`config.mk`:
```
export PLATFORM = sky130hd
export DESIGN_NAME = hc165_reader
export DESIGN_NICKNAME = d
export VERILOG_FILES = /design/src/rtl/hc165_reader_pkg.sv /design/src/rtl/hc165_reader_tick.sv /design/src/rtl/hc165_reader.sv
export SDC_FILE = /design/constraint.sdc
export NUM_CORES = 1
export LEC_CHECK = 0
export CORE_MARGIN = 2
export CORE_UTILIZATION = 50
export CTS_CLUSTER_DIAMETER = 60
export DETAILED_ROUTE_END_ITERATION = 12
export PLACE_DENSITY = 0.73
export SYNTH_ARGS = -nofsm -noshare
export SYNTH_HDL_FRONTEND = slang
export SYNTH_HIERARCHICAL = 1
export SYNTH_SLANG_ARGS = --single-unit
```
`constraint.sdc`:
```
create_clock -name clk -period 4.3 [get_ports clk]
set_clock_uncertainty 0.1 [all_clocks]
set_input_delay 1.075 -clock clk [delete_from_list [all_inputs] [get_ports clk]]
set_output_delay 1.075 -clock clk [all_outputs]
set_load 0.005 [all_outputs]
```
`src/rtl/hc165_reader_pkg.sv`:
```
// Shared state encoding, defaults and sizing helper for the 74HC165 chain reader.
package hc165_reader_pkg;

    typedef enum logic [2:0] {
        ST_IDLE   = 3'd0,
        ST_LOAD   = 3'd1,
        ST_SETTLE = 3'd2,
        ST_LOW    = 3'd3,
        ST_HIGH   = 3'd4,
        ST_DONE   = 3'd5
    } state_t;

    localparam int DEF_WIDTH       = 16;
    localparam int DEF_DIV         = 1;
    localparam int DEF_AUTO_PERIOD = 0;

    // Holds a sampled-bit count up to the maximum chain length of 32.
    localparam int BIT_CNT_W = 6;

    function automatic int cnt_w(input int n);
        return (n > 1) ? $clog2(n) : 1;
    endfunction

endpackage

```
`src/rtl/hc165_reader_tick.sv`:
```
// Free-running periodic tick generator; PERIOD=0 holds it idle with no tick.
module hc165_reader_tick
    import hc165_reader_pkg::*;
#(
    parameter int PERIOD = 0
) (
    input  logic clk,
    input  logic rst_n,
    output logic tick_o
);

    localparam int            CW      = cnt_w(PERIOD);
    localparam bit            ENABLED = (PERIOD > 0);
    localparam logic [CW-1:0] LAST    = CW'(PERIOD - 1);

    logic [CW-1:0] cnt_q, cnt_d;

    always_comb begin
        cnt_d = cnt_q + CW'(1);
        if (!ENABLED || (cnt_q == LAST)) begin
            cnt_d = '0;
        end
    end

    always_ff @(posedge clk or negedge rst_n) begin
        if (!rst_n) begin
            cnt_q <= '0;
        end else begin
            cnt_q <= cnt_d;
        end
    end

    assign tick_o = ENABLED && (cnt_q == LAST);

endmodule

```
`src/rtl/hc165_reader.sv`:
```
// Scan controller for a chain of 74HC165 shift registers: load strobe, shift clock, serial capture.
//
//   state  | meaning
//   IDLE   | waiting for IsSta or auto tick; Pldn=1, Sftclk=0
//   LOAD   | Pldn=0 for DIV cycles, chain latches its parallel inputs
//   SETTLE | Pldn=1 for DIV cycles before the first sample
//   LOW    | Sftclk=0 for DIV cycles, SDin sampled in the last cycle
//   HIGH   | Sftclk=1 for DIV cycles, rising edge advances the chain
//   DONE   | one cycle: RdData holds the new word, IsDone=1
module hc165_reader
    import hc165_reader_pkg::*;
#(
    parameter int WIDTH       = DEF_WIDTH,
    parameter int DIV         = DEF_DIV,
    parameter int AUTO_PERIOD = DEF_AUTO_PERIOD
) (
    input  logic             clk,
    input  logic             rst_n,
    input  logic             IsSta,
    input  logic             SDin,
    output logic             Pldn,
    output logic             Sftclk,
    output logic [WIDTH-1:0] RdData,
    output logic             IsDone,
    output logic             Changed,
    output logic             Busy
);

    localparam int                   PH_W     = cnt_w(DIV);
    localparam logic [PH_W-1:0]      PH_LAST  = PH_W'(DIV - 1);
    localparam logic [BIT_CNT_W-1:0] BIT_LAST = BIT_CNT_W'(WIDTH - 1);

    state_t               state_q, state_d;
    logic [PH_W-1:0]      phase_q, phase_d;
    logic [BIT_CNT_W-1:0] bit_q, bit_d;
    logic [WIDTH-1:0]     shift_q, shift_d;
    logic [WIDTH-1:0]     rdata_q, rdata_d;
    logic                 changed_q, changed_d;
    logic                 pldn_q, pldn_d;
    logic                 sftclk_q, sftclk_d;
    logic                 auto_tick;
    logic                 phase_end;

    hc165_reader_tick #(
        .PERIOD (AUTO_PERIOD)
    ) u_tick (
        .clk    (clk),
        .rst_n  (rst_n),
        .tick_o (auto_tick)
    );

    assign phase_end = (phase_q == '0);

    always_comb begin
        state_d   = state_q;
        phase_d   = phase_q;
        bit_d     = bit_q;
        shift_d   = shift_q;
        rdata_d   = rdata_q;
        changed_d = 1'b0;

        case (state_q)
            ST_IDLE: begin
                // A tick and a request in the same cycle merge into one scan.
                if (IsSta || auto_tick) begin
                    state_d = ST_LOAD;
                    phase_d = PH_LAST;
                    bit_d   = '0;
                end
            end
            ST_LOAD: begin
                if (phase_end) begin
                    state_d = ST_SETTLE;
                    phase_d = PH_LAST;
                end else begin
                    phase_d = phase_q - PH_W'(1);
                end
            end
            ST_SETTLE: begin
                if (phase_end) begin
                    state_d = ST_LOW;
                    phase_d = PH_LAST;
                end else begin
                    phase_d = phase_q - PH_W'(1);
                end
            end
            ST_LOW: begin
                if (phase_end) begin
                    shift_d = (shift_q << 1) | WIDTH'(SDin);
                    bit_d   = bit_q + BIT_CNT_W'(1);
                    phase_d = PH_LAST;
                    // No trailing clock edge once the last bit is in.
                    if (bit_q == BIT_LAST) begin
                        state_d   = ST_DONE;
                        rdata_d   = shift_d;
                        changed_d = (shift_d != rdata_q);
                    end else begin
                        state_d = ST_HIGH;
                    end
                end else begin
                    phase_d = phase_q - PH_W'(1);
                end
            end
            ST_HIGH: begin
                if (phase_end) begin
                    state_d = ST_LOW;
                    phase_d = PH_LAST;
                end else begin
                    phase_d = phase_q - PH_W'(1);
                end
            end
            ST_DONE: begin
                state_d = ST_IDLE;
            end
            default: begin
                state_d = ST_IDLE;
            end
        endcase

        pldn_d   = (state_d != ST_LOAD);
        sftclk_d = (state_d == ST_HIGH);
    end

    always_ff @(posedge clk or negedge rst_n) begin
        if (!rst_n) begin
            state_q   <= ST_IDLE;
            phase_q   <= '0;
            bit_q     <= '0;
            shift_q   <= '0;
            rdata_q   <= '0;
            changed_q <= 1'b0;
            pldn_q    <= 1'b1;
            sftclk_q  <= 1'b0;
        end else begin
            state_q   <= state_d;
            phase_q   <= phase_d;
            bit_q     <= bit_d;
            shift_q   <= shift_d;
            rdata_q   <= rdata_d;
            changed_q <= changed_d;
            pldn_q    <= pldn_d;
            sftclk_q  <= sftclk_d;
        end
    end

    assign Pldn    = pldn_q;
    assign Sftclk  = sftclk_q;
    assign RdData  = rdata_q;
    assign IsDone  = (state_q == ST_DONE);
    assign Changed = changed_q;
    assign Busy    = (state_q != ST_IDLE);

endmodule
```
==> images/m3.png <==
Drawn at 6 px/um.
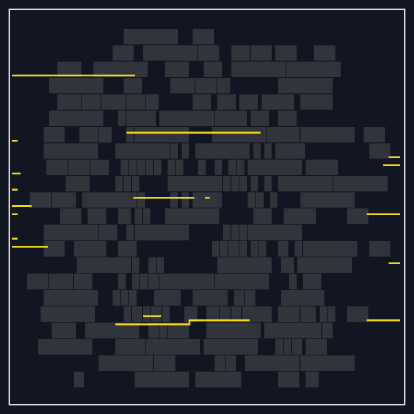
- longest straight run: 22.1 um
- wire length on this layer: 107 um

==> images/route_heat.png <==
Drawn at 6 px/um. 13 x 13 tiles, from dark purple (low) to yellow (high), scaled to the fullest tile. Values are wire area over tile area, all layers added.
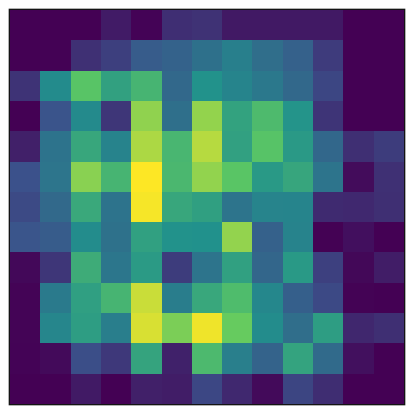
- tiles over half the peak: 29%
- densest ninth of the die: middle
- mean over tiles: 0.12
- nearly empty tiles: 17%

==> impl_metrics.ini <==
; physical design summary
[placement]
portBuffers = 24
place_area_um2 = 2162
dpl.hpwl_um = 2334
placed_cells = 235
post-place-ws_ps = 1582
gp_congestion = 0.7672

[die]
ioPinCount = 25
die_h_um = 65.66
fp-utilization_pct = 51.91
rows = 22
chipArea_um2 = 4311
die_w_um = 65.66
core_area_um2 = 3661

[clocking]
clk_pin_slew_ps = 80
cts_buffers = 5
postCtsSetupBuffers = 0
holdBufCountCts = 0
clockBufferDepth = 2
h-tree-depth = 2
cts_root_buf = clkbuf_8
cts.sinks = 43
cts_tree = done

[power]
p_total_uw = 1147
p_leak_uw = 0.001134

[worst_setup_path]
worstPathRequired_ps = 3120
critPathCaptureType = primary output
rr_startpoint = state_q[2]
crit_fanout = 5
start_kind = flip-flop
worstSetupPathType = reg -> out

[timing]
slew_violations = 0
fmaxAchievable_mhz = 359.2
period_needed_ps = 2784
hold_violations = 0
tightest_slew_ps = 977.7
holdWs_ps = 450.5
fin_crit_sh_pct = 64.75
setup-violations-final = 0
rsz0062_at_grt = no
fin_ws_ps = 1516
slew_headroom_pct = 34.61

[global_routing]
grt_overflow = 0
grt_start_max_net_pins = 44
grt_pass1_wl_um = 5968
gr-usage-met2_pct = 28.66
met1_usage_pct = 25.23
grt_pass1_vias = 1201
antenna_found_initial = 0

[synthesis]
ys.flops = 43
ff_type = dfrtp_1
ys_area_um2 = 1901
edf_count = 0
async_flop_share_pct = 100.0
top_cells_by_count = nand2_1, dfrtp_1, mux2_2, xnor2_1, xor2_1
synth_cells = 169
ys_types = 31
top_cells_by_area = dfrtp_1, nand2_1, mux2_4
yosysMostFrequentCell = nand2_1
ys_cells = 169
largest_area_cell = dfrtp_1
netlist_area_um2 = 1901
ys_seq_share_pct = 56.68
synth_area_per_cell_um2 = 11.25
floorplan.nets = 174

[route]
route.top_layer_used = met4
drt_iter0_drc = 77
drt-wirelength-per-cell_um = 13.93
routed_wirelength_um = 3386
drt-met1-wl_um = 1634
detail-route-antenna-nets = 0
route.met2.wl_um = 1592
dr.pass1.iters = 4
drc_errors = 0
routed-via-count = 1231
viasPerCell = 5.066
wl_met3_um = 106

[worst_hold_path]
whs_path_depth = 1
hold_class = reg -> reg
holdPathEnd = bit_q[0]
hp-start = bit_q[0]

[layout]
final_cell_count_no_fill = 243
fin_nets = 199
post-route-util_pct = 61.24
diodes = 0
drive_above_1_share_pct = 13.85

[flow_run]
maxCapViolCount = 0
warnings = 26

[outcome]
outcome = finished, final reports clean
==> images/sizing.png <==
Drawn at 4 px/um.
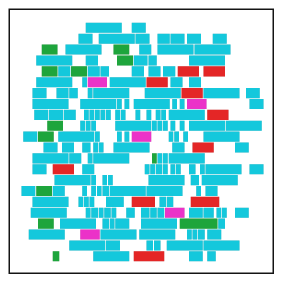
- x1 and smaller: cyan (cells 168; share 86%; most used nand2_1)
- x3 and x4: red (cells 10; share 5.1%; most used mux2_4)
- x2: green (cells 12; share 6.2%; most used mux2_2)
- x6 and larger: magenta (cells 5; share 2.6%; most used clkbuf_8)
Design Area, Final: 2242 um^2
area delta synth->final: 17.97%

-- cell families (layout without fill, tap and decap cells) --
family	after synthesis	in the layout	share of synthesized area [%]
XOR/XNOR	17	17	7.834
AND/OR/NAND/NOR	70	70	17.78
AND-OR/OR-AND	10	10	2.896
other	1	1	0.1973
adder cells (fa/ha/maj)	1	1	0.6582
multiplexers	17	17	11.39
flip-flops	43	43	56.68
buffers and inverters	10	36	2.567
-- final cells by class --
type / instances / area (um^2)
timing repair buffer: 24 / 235.2
tap: 48 / 60.06
fill: 315 / 1419
multi-input combinational: 116 / 774.5
clock buffer: 8 / 80.08
sequential: 43 / 1077
inverter: 4 / 15.01
-- how the worst max path moves through the flow --
stage | startpoint | end | slack (ps) | cells after the start
6_report | state_q[0] | IsDone | 1520 | 3
5_1_grt | state_q[2] | RdData[8] | 1410 | 5
4_1_cts | state_q[0] | IsDone | 1500 | 3
3_5_place_dp | state_q[2] | RdData[8] | 1580 | 5
3_3_place_gp | state_q[2] | RdData[3] | 1680 | 5
2_1_floorplan | IsSta | state_q[0] | 2250 | 3
-- where the power goes --
group | internal [uW] | switching (uW) | total, uW | leakage, uW
Combinational | 138 | 174 | 311 | 0.000512
Clock | 115 | 127 | 243 | 0.0000395
Sequential | 492 | 100 | 593 | 0.000583
-- worst max-delay path: stages, from the launching register on --
cell	delay, ps
dfrtp_1	460
or2b_1	270
nor2_1	90
clkdlybuf4s50_1	500
-- placed cells by master (no fill, tap or decap), types with 3 or more instances in the layout --
master	instances
a21oi_1	3
clkbuf_1	3
clkbuf_8	5
clkdlybuf4s50_1	23
dfrtp_1	42
inv_1	3
mux2_2	9
mux2_4	7
nand2_1	49
nand3_1	4
nand4_1	3
nor2_1	4
o21ai_0	4
xnor2_1	9
xor2_1	8
No activity file was given, so power comes from the tool's default toggle rates.
